<file path="src/rtl/fetch_unit.sv">
// Instruction-fetch front end. Drives the word address into a synchronous-read
// instruction memory, hides its one-cycle read latency, and presents a
// valid/stall handshake plus a delivered-instruction count to decode.
//
// state | meaning
// ------+---------------------------------------------------------------
// IDLE  | fetch parked, memory addressed at RESET_PC, nothing valid
// RUN   | one word in flight each cycle; resp_pc tags the returned word
module fetch_unit #(
    parameter int PC_WIDTH    = 10,
    parameter int INSTR_WIDTH = 32,
    parameter int RESET_PC    = 0
) (
    input  logic                   clk,
    input  logic                   rst_n,
    input  logic                   run,
    input  logic                   stall,
    input  logic                   redirect_valid,
    input  logic [PC_WIDTH-1:0]    redirect_pc,
    output logic [PC_WIDTH-1:0]    imem_pc,
    input  logic [INSTR_WIDTH-1:0] imem_instruction,
    output logic                   if_valid,
    output logic [INSTR_WIDTH-1:0] if_instruction,
    output logic [PC_WIDTH-1:0]    if_pc,
    output logic [31:0]            if_count
);

    localparam logic [PC_WIDTH-1:0] RST_PC = PC_WIDTH'(RESET_PC);
    localparam logic [PC_WIDTH-1:0] PC_ONE = PC_WIDTH'(1);

    typedef enum logic {IDLE, RUN} state_t;

    state_t              state, state_nx;
    logic [PC_WIDTH-1:0] fetch_pc, fetch_nx;
    logic [PC_WIDTH-1:0] resp_pc, resp_nx;
    logic [31:0]         count, count_nx;

    // State and PC/count registers
    always_ff @(posedge clk or negedge rst_n) begin
        if (!rst_n) begin
            state    <= IDLE;
            fetch_pc <= RST_PC;
            resp_pc  <= RST_PC;
            count    <= 32'd0;
        end else begin
            state    <= state_nx;
            fetch_pc <= fetch_nx;
            resp_pc  <= resp_nx;
            count    <= count_nx;
        end
    end

    // Next-state, next-PC and memory address selection
    always_comb begin
        state_nx = state;
        fetch_nx = fetch_pc;
        resp_nx  = resp_pc;
        imem_pc  = RST_PC;
        if_valid = 1'b0;
        count_nx = count;

        if (state == RUN) begin
            if_valid = !redirect_valid;
            // Any instruction decode actually takes is counted, including
            // the last one seen as run drops.
            if (if_valid && !stall)
                count_nx = count + 32'd1;

            if (redirect_valid)
                imem_pc = redirect_pc;
            else if (stall)
                imem_pc = resp_pc;      // re-read keeps the data stable
            else
                imem_pc = fetch_pc;

            if (!run) begin
                state_nx = IDLE;
                fetch_nx = RST_PC;
                resp_nx  = RST_PC;
            end else if (redirect_valid) begin
                resp_nx  = redirect_pc;
                fetch_nx = redirect_pc + PC_ONE;
            end else if (!stall) begin
                resp_nx  = fetch_pc;
                fetch_nx = fetch_pc + PC_ONE;
            end
        end else if (run) begin
            // RESET_PC is already being read while idle, so it lands next cycle.
            state_nx = RUN;
            resp_nx  = RST_PC;
            fetch_nx = RST_PC + PC_ONE;
        end
    end

    assign if_pc          = resp_pc;
    assign if_instruction = imem_instruction;
    assign if_count       = count;

endmodule

</file>
<file path="config.mk">
export PLATFORM = sky130hd
export DESIGN_NAME = fetch_unit
export DESIGN_NICKNAME = d
export VERILOG_FILES = /design/src/rtl/fetch_unit.sv
export SDC_FILE = /design/constraint.sdc
export NUM_CORES = 1
export LEC_CHECK = 0
export CAP_MARGIN = 10
export CORE_ASPECT_RATIO = 1.2
export CORE_MARGIN = 4
export CORE_UTILIZATION = 46
export DETAILED_ROUTE_END_ITERATION = 10
export HOLD_SLACK_MARGIN = 0.12
export PLACE_DENSITY = 0.95
export SLEW_MARGIN = 15
export SYNTH_ARGS = -nofsm -noshare
export SYNTH_HDL_FRONTEND = slang
export SYNTH_SLANG_ARGS = --single-unit
</file>
<file path="constraint.sdc">
create_clock -name clk -period 2.3 [get_ports clk]
set_input_delay 0.46 -clock clk [delete_from_list [all_inputs] [get_ports clk]]
set_output_delay 0.46 -clock clk [all_outputs]
set_load 0.1 [all_outputs]
</file>
Fig. 1: run 1, power grid
Scale: 4 px per um. Pins as bars on the die edge. Tap cells in gray.
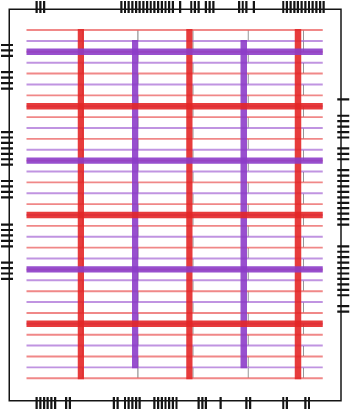
net	color
VSS	red
VDD	purple
met4 straps	5
rows	32
tap cells	85
met5 straps	6
signal pins	132
Max VDD drop: 0.000535 V
die width: 82.6 um
core area: 6450 sq um

Fig. 2: run 1, cell classes on the final placement
Scale: 4 px per um. Fill, decap, tap and diode cells in gray.
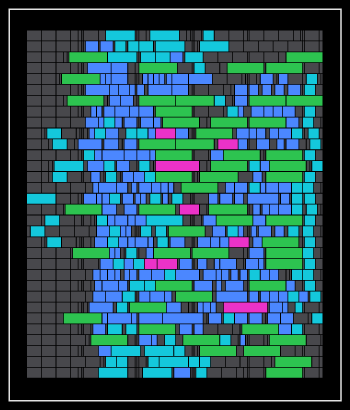
class	color	cells	share of their area
other buffers and delay cells	cyan	101	24%
clock drivers and dummy loads	magenta	8	3.5%
all other logic	blue	206	39%
flip-flops	green	53	34%

==> impl_metrics.tcl, run 1 <==
# metrics dict for downstream scripts
set metrics [dict create \
    drive_above_1_share 0.364 \
    num_vias 2575 \
    postSynthCellCount 302 \
    async_reset_ff_frac 1.00 \
    r2r_end "fetch_pc[8]$_DFFE_PN0P_" \
    rr_worst_depth 7 \
    outcome "finished, final reports clean" \
    synthDistinctLibCells 44 \
    rows 32 \
    fin_util 0.635 \
    rsz0062_at_grt "no" \
    post_cts_buffers 2 \
    first_pass_iters 4 \
    cts.clk_slew.worst_paths_ns 0.10 \
    edf_count 0 \
    nNetsFinal 416 \
    vias_per_cell 5.68 \
    numClockSinks 53 \
    postCtsHoldBufs 0 \
    comb_power_share 0.328 \
    worst_slack_ns 0.133 \
    p_per_area_nw_per_um2 672 \
    area_growth_pct 33.4 \
    slew_headroom 0.561 \
    antenna_found_initial 0 \
    track_usage 0.200 \
    cp_slowest_cell "dlygate4sd2_1" \
    ios 132 \
    route.detailed.drc 0 \
    seq_power_share 0.393 \
    syn_nets 351 \
    yosysCellCount 302 \
    io_buffers 67 \
    grt_overflow 0 \
    ys.flop_type "dfrtp_1" \
    drt_wl_total_um 8020 \
    min_period_ns 2.17 \
    cts_buffers 5 \
    total_power_mw 2.75 \
    synth_seq_share 0.432 \
    drtIter0Drc 144 \
    ys_area_sq_um 3070 \
    grt_pass1_vias 2664 \
    power_leader "registers" \
    cp_data_arrival_time_ns 1.71 \
    synth.avg_cell_area_sq_um 10.2 \
    place_hpwl_um 6060 \
    p_leak_nw 1.88 \
    finalSetupTns_ns 0 \
    lay_top_cells "74 x buf_4, 45 x dfrtp_1, 29 x xnor2_1" \
    cts_tree "done" \
    path_cells "dlygate4sd2_1 > inv_1 > buf_4 > nand2_1 > a21oi_4 > buf_12" \
    report.final.setup_viol 0 \
    endpoint "imem_pc[8]" \
    maxCapViolations 0 \
    hold_class "input port to asynchronous set/reset pin" \
    cts_resized 1 \
    warnings 27 \
    startpoint "redirect_valid" \
    drv_slew 0 \
    crit_type "input port to output port" \
    place_ws_ns -0.163 \
    fin_area_sq_um 4100 \
    antenna_cells 0 \
    pg_seq_mw 1.08 \
    grt_max_degree 30 \
    crit_path_max_fanout 8 \
    max_freq_mhz 461 \
    clockBufferDepth 2 \
    r2r-start "fetch_pc[0]$_DFFE_PN0P_" \
    final_hold_viol_count 0 \
    worstPathRequired_ns 1.84 \
    cts_root_buffer "clkbuf_8" \
    dpl_cell_area_sq_um 3910 \
    reg2reg_setup_slack_ns 0.34 \
    min_period_over_period 0.942 \
    routed_wire_length_per_instance_um 17.7 \
    gp_congestion 0.941 \
    p_sw_frac 0.386 \
    layout_top_cell "buf_4" \
    syn_area_sq_um 3070 \
    ant_nets 0 \
    pwr-share-clk 0.279 \
    worst_pin_slew_ns 0.659 \
    critPathMaxStageDelay_ns 0.30 \
    clock_latency_ns 0.31 \
    endpoint_kind "output port" \
    finalNonFillerCells 453 \
    startpoint_type "input port" \
    cts_max_level 2 \
    ys_warn_count 0 \
    placedCellCount 442 \
    p_int_mw 1.69 \
    comb-power_uw 903 \
    whs_ns 0.173 \
    ys_seq_elements 53 \
    initCoreUtil 0.476 \
    switchingPower_mw 1.06 \
    chipArea_sq_um 8050 \
    grt_pass1_wl_um 12800 \
]
Fig. 3: run 1, routed clock nets over the placement
Scale: 4 px per um.
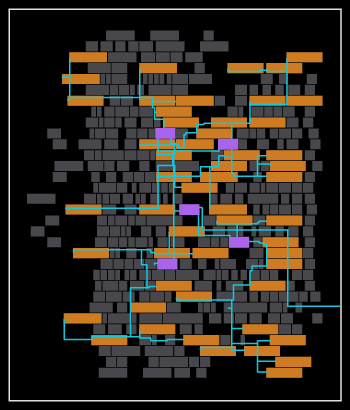
[flip-flops] orange | count: 53
[cells driving clock nets] purple | count: 5
[clock wires] cyan | length: 634 um
routed clock nets	6
P_clk: 768 uW
Clock Skew: 0.00816 ns

## run 1: flip-flops by register name (all words and copies together), names as in the netlist
signal	flops
fetch_pc	10
state	1
if_count	32
if_pc	10
## run 1: synthesized netlist by cell type (6+ instances only)
cell | count | area share
mux2_2 | 8 | 0.029
a21oi_1 | 12 | 0.020
and3_1 | 9 | 0.018
a22o_1 | 14 | 0.040
xor2_1 | 8 | 0.023
nand3_1 | 9 | 0.015
clkbuf_1 | 6 | 0.0073
xnor2_1 | 29 | 0.083
buf_4 | 33 | 0.081
dfrtp_1 | 53 | 0.43
o21ai_0 | 10 | 0.016
nand2_1 | 29 | 0.035
inv_1 | 9 | 0.011
nand4_1 | 21 | 0.043
## run 1: critical path: cells and delay by family
kind | cells | cell delay (ns)
AOI/OAI and AO/OA | 1 | 0.21
and+or+nand+nor | 1 | 0.10
buffers and inverters | 4 | 0.93
## run 1: layout make-up
| type | instances | area [sq um] |
|---|---|---|
| timing repair buffer | 101 | 957 |
| clock buffer | 5 | 68.8 |
| fill | 482 | 2350 |
| multi-input combinational | 196 | 1520 |
| tap | 85 | 106 |
| sequential | 53 | 1340 |
| inverter | 10 | 37.5 |
| clock inverter | 3 | 68.8 |
## run 1: logic make-up after synthesis
kind of cell,after synthesis,share of synthesized area
multiplexers,13,0.0456
flip-flops,53,0.432
buffers and inverters,53,0.109
AND-OR/OR-AND,51,0.118
XOR/XNOR,37,0.106
adder cells (fa/ha/maj),2,0.00815
AND/OR/NAND/NOR,93,0.182
## run 1: layer usage
metal / wire, um / track usage / vias to the layer above
met1: 3110 / 0.232 / 1276
met2: 4130 / 0.354 / 101
met4: 250 / 0.0767 / 0
li1: - / - / 1174
met3: 526 / 0.0362 / 24
met5: 0 / 0 / -
==> inputs of run 2 (changes only) <==
PLACE_DENSITY = 0.86   (was 0.95)
==> run 2 against run 1 <==
  * Sequential power about the same
  * Die area did not move
  * First-iteration DRC count down 11%
  * Worst setup slack got worse by 0.10 ns
  * Routed wire length down 8.6%
  * Synthesized cell count did not move
  * Clock power down 29%
  * Non-clock buffer count is 4 lower
  * Total power fell by 8.7%
  * Largest power group unchanged
  * Highest routed layer unchanged
==> impl_metrics.tcl, run 2 <==
# metrics dict for downstream scripts
set metrics [dict create \
    crit_type "input port to output port" \
    place_hpwl_um 5580 \
    max_freq_mhz 441 \
    min_period_ns 2.27 \
    async_reset_ff_frac 1.00 \
    syn_nets 351 \
    clock_latency_ns 0.31 \
    synth.logic.top_family "simple AND/OR/NAND/NOR gates" \
    p_int_mw 1.47 \
    synth.avg_cell_area_sq_um 10.2 \
    cp_slowest_cell "clkdlybuf4s50_1" \
    ys_sh_adder 0.00815 \
    ys_seq_elements 53 \
    max-vdd-ir-drop_v 0.000357 \
    min-delay-start "if_count[31]$_DFFE_PN0P_" \
    comb-power_uw 889 \
    warnings 28 \
    rsz0062_at_grt "yes" \
    report.final.setup_viol 0 \
    die_h_um 97.5 \
    drv_slew 0 \
    cp_data_arrival_time_ns 1.81 \
    ys_area_sq_um 3070 \
    min_period_over_period 0.987 \
    dpl_cell_area_sq_um 3890 \
    die_w_um 82.6 \
    comb_power_share 0.354 \
    aoi_share 0.118 \
    path_cells "clkdlybuf4s50_1 > buf_4 > buf_4 > nand2b_1 > and3_2 > buf_12" \
    ant_nets 0 \
    ys.flop_type "dfrtp_1" \
    worstPathRequired_ns 1.84 \
    numClockSinks 53 \
    slew_headroom 0.610 \
    startpoint "redirect_valid" \
    common_cells "53 x dfrtp_1, 33 x buf_4, 29 x nand2_1, 29 x xnor2_1, 21 x nand4_1" \
    finClkSkew_ns 0.0112 \
    ys_warn_count 0 \
    syn_area_sq_um 3070 \
    cts_tree "done" \
    first_pass_iters 7 \
    power_leader "registers" \
    grt_overflow 0 \
    drive_above_1_share 0.354 \
    postSynthCellCount 302 \
    worst_slack_ns 0.0305 \
    gp_congestion 0.865 \
    edf_count 0 \
    finalNonFillerCells 449 \
    powerClk_uw 543 \
    p_leak_nw 1.83 \
    synth_seq_share 0.432 \
    fin_area_sq_um 4040 \
    chipArea_sq_um 8050 \
    pg_seq_mw 1.08 \
    p_per_area_nw_per_um2 622 \
    yosys-mux-area-fraction 0.0456 \
    cts_root_buffer "clkbuf_8" \
    switchingPower_mw 1.05 \
    outcome "finished, final reports clean" \
    crit_top_cell "buf_4" \
    top_cell "dfrtp_1" \
    cts.clk_slew.worst_paths_ns 0.09 \
    synthDistinctLibCells 44 \
    ys_sh_xor 0.106 \
    final_hold_viol_count 0 \
    initCoreUtil 0.476 \
    largest_reg_flops 32 \
    whs_ns 0.474 \
    vias_per_cell 5.65 \
    seq_power_share 0.430 \
    maxCapViolations 0 \
    cts_max_level 2 \
    yosysCellCount 302 \
    ios 132 \
    cts_buffers 5 \
    lay_top_cells "68 x buf_4, 45 x dfrtp_1, 29 x nand2_1, 29 x xnor2_1, 21 x nand4_1" \
    io_buffers 67 \
    nNetsFinal 412 \
    fin_util 0.626 \
    antenna_found_initial 0 \
    ys_sh_simple 0.182 \
    worst_pin_slew_ns 0.583 \
    crit_path_max_fanout 13 \
    layout_top_cell "buf_4" \
    path_depth 6 \
    r2r-start "state$_DFF_PN0_" \
    grt_max_degree 32 \
    grt_pass1_vias 2532 \
    reg2reg_setup_slack_ns 0.54 \
    endpoint "imem_pc[3]" \
    clockBufferDepth 2 \
    top_cells_by_area "dfrtp_1 43%, xnor2_1 8.3%, buf_4 8.1%" \
    hold_class "flip-flop to flip-flop" \
    core_sq_um 6450 \
    p_sw_frac 0.416 \
    grt_pass1_wl_um 11900 \
    yosys.area.top_type_share 0.432 \
    route.detailed.drc 0 \
    drtIter0Drc 128 \
    place_ws_ns -0.150 \
    total_power_mw 2.51 \
    startpoint_type "input port" \
    finalSetupTns_ns 0 \
    rr_worst_depth 5 \
    synth_top_cell_by_area "dfrtp_1" \
    rows 32 \
    track_usage 0.187 \
    endpoint_kind "output port" \
    area_growth_pct 31.5 \
    crit_buf_inv 4 \
    cp_top_family "buffers and inverters" \
    critPathMaxStageDelay_ns 0.54 \
    r2r_end "if_count[10]$_DFFE_PN0P_" \
    n_fill_cell 516 \
    pwr-share-clk 0.216 \
    antenna_cells 0 \
    placedCellCount 437 \
]
[run 2: cell types whose count changed in the layout (fill, tap and decap cells not counted), sizes merged]
cell	change
dlygate4sd3	+1
clkinv	+1
clkdlybuf4s50	+1
clkinvlp	+1
buf	-5
bufbuf	+1
bufinv	-2
dlymetal6s2s	-1
clkbuf	-1
[run 2: layer usage]
layer,GRT usage,part of all wire,vias up
li1,-,-,1166
met1,0.235,0.41,1243
met2,0.307,0.50,115
met3,0.0482,0.076,13
met4,0.0642,0.017,0
met5,0,0,-
[run 2: kinds of logic (layout without fill, tap and decap cells)]
family                   after synthesis  in the layout
AND/OR/NAND/NOR                       93             93
flip-flops                            53             53
buffers and inverters                 53            115
AND-OR/OR-AND                         51             51
XOR/XNOR                              37             37
multiplexers                          13             13
adder cells (fa/ha/maj)                2              2
[run 2: what timing repair did]
action,in CTS,in global routing
hold buffers,1,0
resized,1,2
endpoints found under the setup margin,4,6
endpoints found under the hold margin,9,0
cloned,1,0
setup buffers,2,0
pin swaps,0,0
[run 2: worst min path at each step]
| stage | endpoint | depth (start not counted) |
|---|---|---|
| floorplan | fetch_pc[0]$_DFFE_PN0P_ | 0 |
| global placement | if_count[18]$_DFFE_PN0P_ | 1 |
| detailed placement | if_count[18]$_DFFE_PN0P_ | 1 |
| CTS | if_count[31]$_DFFE_PN0P_ | 1 |
| global route | if_count[31]$_DFFE_PN0P_ | 1 |
| finish | if_count[31]$_DFFE_PN0P_ | 1 |
[run 2: final cells by class]
type	count	area [sq um]	share of cell area
timing repair buffer	97	947	0.235
inverter	10	37.5	0.00930
clock inverter	3	21.3	0.00527
clock buffer	5	68.8	0.0170
tap	85	106	0.0263
sequential	53	1340	0.331
multi-input combinational	196	1520	0.377
Fig. 4: run 2, routed metal, one color a layer
Scale: 4 px per um.
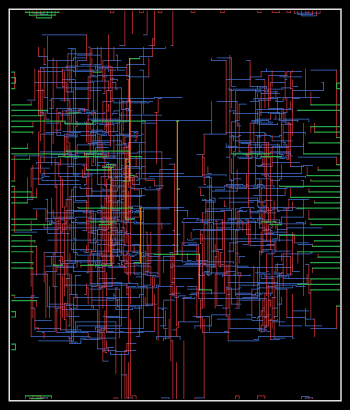
layer	color	wire length
met2	red	3,650 um
met3	green	557 um
met4	orange	126 um
met1	blue	3,000 um
Vias: 2,537
drt wl/cell: 16.3 um
Routed WL: 7330 um

Fig. 5: run 2, cell classes on the final placement
Scale: 4 px per um. Fill, decap, tap and diode cells in gray.
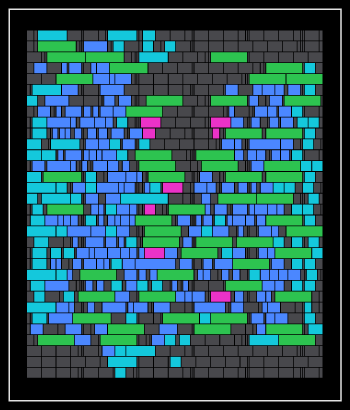
class	color	cells	share of their area
flip-flops	green	53	34%
clock drivers and dummy loads	magenta	8	2.3%
other buffers and delay cells	cyan	97	24%
all other logic	blue	206	40%

Fig. 6: run 2, routed clock nets over the placement
Scale: 4 px per um.
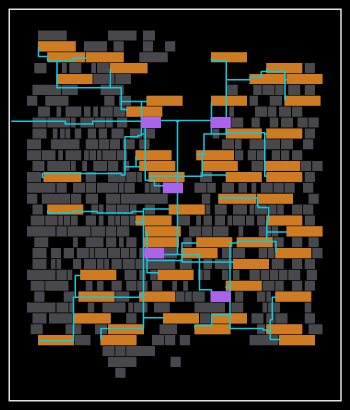
[cells driving clock nets] purple | count: 5
[clock wires] cyan | length: 643 um
[flip-flops] orange | count: 53
routed clock nets	6
flops lie	all over the die

Power figures rest on the tool's default switching activity, not on a simulated workload.
